floorplan.png
Bar = 20 µm. Pins as bars on the die edge.
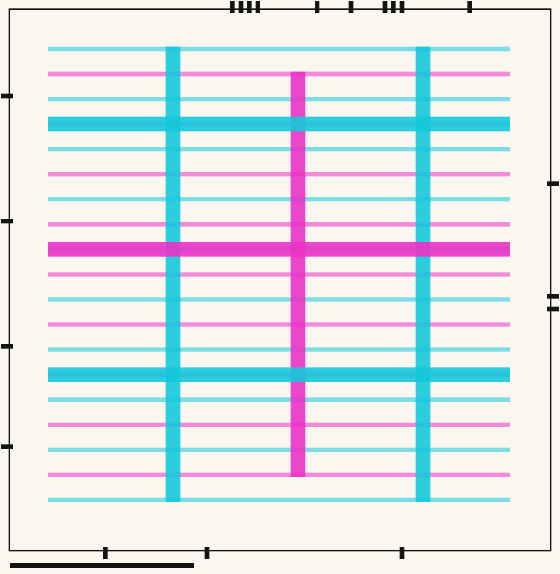
clock_nets.png
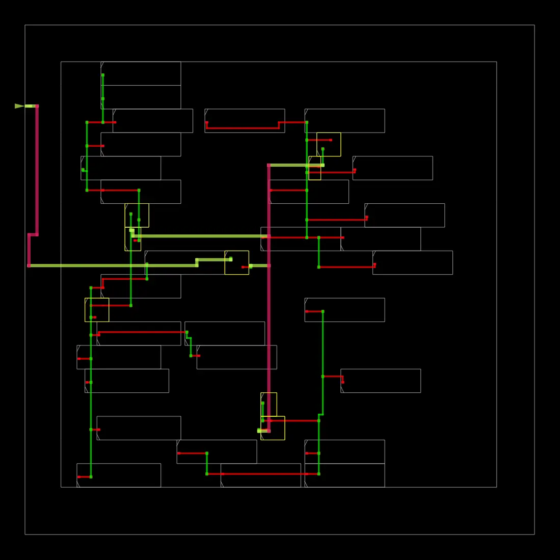
layers.png
Bar = 20 µm. Two of the layers only.
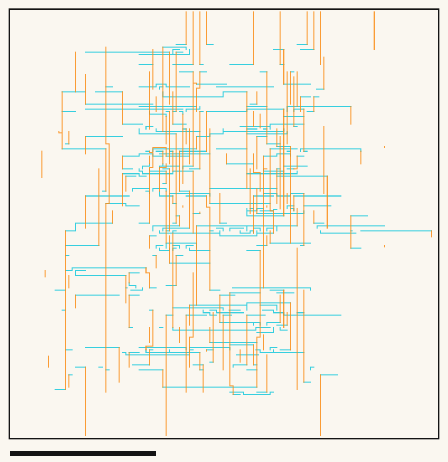
===== src/rtl/ser_rx_ctrl.sv =====
// Serial-to-parallel receiver: synchronizes an external serial clock, data and frame enable,
// assembles MSB-first words and hands them off with valid/ready. Define SER_RX_PARITY_EN for a trailing even-parity bit.
module ser_rx_ctrl #(
  parameter int unsigned WIDTH       = 8,
  parameter int unsigned SYNC_STAGES = 2
) (
  input  logic             clk,
  input  logic             reset,
  input  logic             serclk,
  input  logic             ser_in,
  input  logic             frame_n,
  output logic [WIDTH-1:0] out_data,
  output logic             out_valid,
  input  logic             out_ready,
  input  logic             ovr_clr,
  output logic             overrun,
  output logic             frame_err,
  output logic             par_err,
  output logic             busy
);

  localparam int unsigned      CNT_W    = $clog2(WIDTH);
  localparam logic [CNT_W-1:0] LAST_BIT = CNT_W'(WIDTH - 1);

`ifdef SER_RX_PARITY_EN
  typedef enum logic [1:0] {
    IDLE  = 2'd0,
    SHIFT = 2'd1,
    PAR   = 2'd2
  } state_t;
`else
  typedef enum logic [0:0] {
    IDLE  = 1'b0,
    SHIFT = 1'b1
  } state_t;
`endif

  state_t r_state;
  state_t w_state_nxt;

  logic [SYNC_STAGES-1:0] r_sclk_sync;
  logic [SYNC_STAGES-1:0] r_sin_sync;
  logic [SYNC_STAGES-1:0] r_frm_sync;
  logic                   r_sclk_prev;
  logic                   w_sclk;
  logic                   w_sin;
  logic                   w_frm;
  logic                   w_edge;

  logic [CNT_W-1:0]       r_cnt;
  logic [WIDTH-1:0]       r_store;
  logic [WIDTH-1:0]       w_shift_val;
  logic [WIDTH-1:0]       w_word;

  logic                   w_cnt_clr;
  logic                   w_cnt_inc;
  logic                   w_shift_en;
  logic                   w_store_clr;
  logic                   w_complete;
  logic                   w_frame_err_nxt;
  logic                   w_par_nxt;
  logic                   w_accept;
  logic                   w_drop;

  logic [WIDTH-1:0]       r_out_data;
  logic                   r_out_valid;
  logic                   r_overrun;
  logic                   r_frame_err;
  logic                   r_par_err;
  logic                   r_busy;

  // Input synchronizers, reset to the idle line levels
  always_ff @(posedge clk or negedge reset) begin
    if (!reset) begin
      r_sclk_sync <= '1;
      r_sin_sync  <= '0;
      r_frm_sync  <= '1;
      r_sclk_prev <= 1'b1;
    end else begin
      r_sclk_sync <= {r_sclk_sync[SYNC_STAGES-2:0], serclk};
      r_sin_sync  <= {r_sin_sync[SYNC_STAGES-2:0], ser_in};
      r_frm_sync  <= {r_frm_sync[SYNC_STAGES-2:0], frame_n};
      r_sclk_prev <= w_sclk;
    end
  end

  assign w_sclk      = r_sclk_sync[SYNC_STAGES-1];
  assign w_sin       = r_sin_sync[SYNC_STAGES-1];
  assign w_frm       = r_frm_sync[SYNC_STAGES-1];
  assign w_edge      = r_sclk_prev & ~w_sclk;
  assign w_shift_val = WIDTH'({r_store, w_sin});

`ifdef SER_RX_PARITY_EN
  assign w_word = r_store;
`else
  assign w_word = w_shift_val;
`endif

  always_ff @(posedge clk or negedge reset) begin
    if (!reset) begin
      r_state <= IDLE;
    end else begin
      r_state <= w_state_nxt;
    end
  end

  // Next state and per-cycle control strobes
  always_comb begin
    w_state_nxt     = r_state;
    w_cnt_clr       = 1'b0;
    w_cnt_inc       = 1'b0;
    w_shift_en      = 1'b0;
    w_store_clr     = 1'b0;
    w_complete      = 1'b0;
    w_frame_err_nxt = 1'b0;
    w_par_nxt       = 1'b0;
    case (r_state)
      IDLE: begin
        if (!w_frm) begin
          w_state_nxt = SHIFT;
          w_cnt_clr   = 1'b1;
          w_store_clr = 1'b1;
        end
      end
      SHIFT: begin
        if (w_frm) begin
          w_state_nxt     = IDLE;
          w_cnt_clr       = 1'b1;
          w_store_clr     = 1'b1;
          w_frame_err_nxt = (r_cnt != '0);
        end else if (w_edge) begin
          w_shift_en = 1'b1;
          if (r_cnt == LAST_BIT) begin
            w_cnt_clr = 1'b1;
`ifdef SER_RX_PARITY_EN
            w_state_nxt = PAR;
`else
            w_complete  = 1'b1;
`endif
          end else begin
            w_cnt_inc = 1'b1;
          end
        end
      end
`ifdef SER_RX_PARITY_EN
      // Full data word is held in r_store; the next bit is the parity bit
      PAR: begin
        if (w_frm) begin
          w_state_nxt     = IDLE;
          w_cnt_clr       = 1'b1;
          w_store_clr     = 1'b1;
          w_frame_err_nxt = 1'b1;
        end else if (w_edge) begin
          w_state_nxt = SHIFT;
          w_complete  = 1'b1;
          w_par_nxt   = (^r_store) ^ w_sin;
        end
      end
`endif
      default: begin
        w_state_nxt = IDLE;
      end
    endcase
  end

  always_ff @(posedge clk or negedge reset) begin
    if (!reset) begin
      r_store <= '0;
      r_cnt   <= '0;
    end else begin
      if (w_store_clr) begin
        r_store <= '0;
      end else if (w_shift_en) begin
        r_store <= w_shift_val;
      end
      if (w_cnt_clr) begin
        r_cnt <= '0;
      end else if (w_cnt_inc) begin
        r_cnt <= r_cnt + CNT_W'(1);
      end
    end
  end

  // A completing word is dropped only when the previous one is still pending and not being taken
  assign w_accept = r_out_valid & out_ready;
  assign w_drop   = w_complete & r_out_valid & ~out_ready;

  always_ff @(posedge clk or negedge reset) begin
    if (!reset) begin
      r_out_data  <= '0;
      r_out_valid <= 1'b0;
      r_overrun   <= 1'b0;
      r_frame_err <= 1'b0;
      r_par_err   <= 1'b0;
      r_busy      <= 1'b0;
    end else begin
      if (w_complete && !w_drop) begin
        r_out_data  <= w_word;
        r_out_valid <= 1'b1;
        r_par_err   <= w_par_nxt;
      end else if (w_accept) begin
        r_out_valid <= 1'b0;
      end
      if (w_drop) begin
        r_overrun <= 1'b1;
      end else if (ovr_clr) begin
        r_overrun <= 1'b0;
      end
      r_frame_err <= w_frame_err_nxt;
      r_busy      <= (w_state_nxt != IDLE);
    end
  end

  assign out_data  = r_out_data;
  assign out_valid = r_out_valid;
  assign overrun   = r_overrun;
  assign frame_err = r_frame_err;
  assign par_err   = r_par_err;
  assign busy      = r_busy;

endmodule


===== config.mk =====
export PLATFORM = sky130hd
export DESIGN_NAME = ser_rx_ctrl
export DESIGN_NICKNAME = d
export VERILOG_FILES = /design/src/rtl/ser_rx_ctrl.sv
export SDC_FILE = /design/constraint.sdc
export NUM_CORES = 1
export LEC_CHECK = 0
export ABC_AREA = 1
export CAP_MARGIN = 10
export CORE_MARGIN = 4
export CORE_UTILIZATION = 45
export DETAILED_ROUTE_END_ITERATION = 8
export PLACE_DENSITY = 0.73
export SETUP_SLACK_MARGIN = 0.1
export SYNTH_ARGS = -nofsm -noshare
export SYNTH_HDL_FRONTEND = slang
export SYNTH_SLANG_ARGS = --single-unit

===== constraint.sdc =====
create_clock -name clk -period 2.03 [get_ports clk]
set_input_delay 0.406 -clock clk [delete_from_list [all_inputs] [get_ports clk]]
set_output_delay 0.406 -clock clk [all_outputs]
set_load 0.01 [all_outputs]

==> flow_summary.ini <==
; yosys + openroad results
[global_routing]
grt_util_met3 = 0.0395
globalRouteOverflowTotal = 0
grt_util_met2 = 0.198
grt_pass1_vias = 749
grt_pass1_wl_mm = 3.16
grt_busiest_layer = met2
grtUsageMet1 = 0.140

[clock_tree]
clk_pin_slew_worst_paths_ps = 80
clock-sinks = 29
cts_setup_buffers = 0
ctsResizeCount = 0
clock_latency_ps = 320
cts_hold_buf = 0
clk_path_buf_depth = 2
numCtsBuffers = 5

[layout]
lay_top_cells = nand2_1, dfrtp_1, clkdlybuf4s50_1
fin_area_um2 = 1390
multi_input_comb_cells = 70
drive_gt1_frac = 0.134
instances_no_fill = 164
utilization = 0.568
fillers = 205
antenna_cells = 0
inverters = 8
final_common_cell = nand2_1
largest_reg_flops = 8
layout.nonclk_buf_frac = 0.135
syn_to_final_growth_pct = 20.8
buffers = 19
largest_class = sequential cells
layout.nets = 143

[synth]
yosys.area.top_type = dfrtp_1
ys_top_cells_by_count = nand2_1, dfrtp_1, nand4_1, inv_1, dfstp_2
top_logic_kind = simple AND/OR/NAND/NOR gates
top_area_frac = 0.521
edf_count = 0
syn_avg_cell_area_um2 = 10.3
synthesis.nets = 122
yosys.cell_count.top_type = nand2_1
netlist_top_cells_area = dfrtp_1, nand2_1, dfstp_2
synth_cell_types = 19
synthesis.area_um2 = 1150
ys_warn_count = 0
adder_share = 0.0325
ys_sh_xor = 0.00759
syn-instance-count = 112

[hold_path]
worst_hold_path_type = reg -> reg
hold_path_depth = 0
hold_end = r_sin_sync[1]$_DFF_PN0_

[place]
port_buffers = 18
dp.cells = 156
dp_hpwl_mm = 1.31
placed_area_um2 = 1340
pre_cts_slack_ps = 359
gp_congestion = 0.683

[timing]
setup_violations = 0
fin_tns_setup_ps = 0
fmax_mhz = 586
period_used_share = 0.840
timing_max_transition_violations_final = 0
whs_ps = 359

[pwr]
vdd_drop_max_uv = 462
power.clock.fraction = 0.326
power_mw = 0.965
p_comb_frac = 0.053
p_switching_mw = 0.220
comb-power_mw = 0.0511
power_leader = registers
p_leak_nw = 0.705
seq_power_mw = 0.599

[floorplan]
rows = 18
core_area_um2 = 2450
n_tap_cell = 30
io_pins = 20

[critical_path]
path_class = reg -> out
path_cells = clkdlybuf4s50_1
r2r_end = out_data[2]$_DFFE_PN0P_
critPathLaunch = busy$_DFF_PN0_
critPathTopFamily = buffers and inverters
cp-start-kind = flip-flop
cp_num_cells = 1
critPathBufInv = 1
cp-endpoint = busy
cpPeakStageDelay_ps = 570
slowest_stage = clkdlybuf4s50_1
reg2reg_depth = 5
worstReg2RegStart = r_sclk_prev$_DFF_PN1_

[run]
cap_violations = 0
warnings = 27

[detailed_routing]
drt.antenna.violating_nets = 0
drc = 0
wl_met3_um = 82
dr.first_iter.drc_count = 16
top_layer = met4

[outcome]
status = finished, final reports clean
Notes on floorplan.png above:
- VDD: magenta
- VSS: cyan
- signal pins: 20
- met4 straps: 3

Notes on clock_nets.png above:
clock group power: 0.315 mW
registers: 29
clock buffers: 6
worst clock skew: 15.3 ps

Notes on layers.png above:
- M2: orange (wire length 889 µm)
- M1: cyan (wire length 796 µm)
via count: 769
drt wl/cell: 11.1 µm
Routed WL: 1.82 mm
GRT Util Overall: 0.125

No activity file was given, so power comes from the tool's default toggle rates.
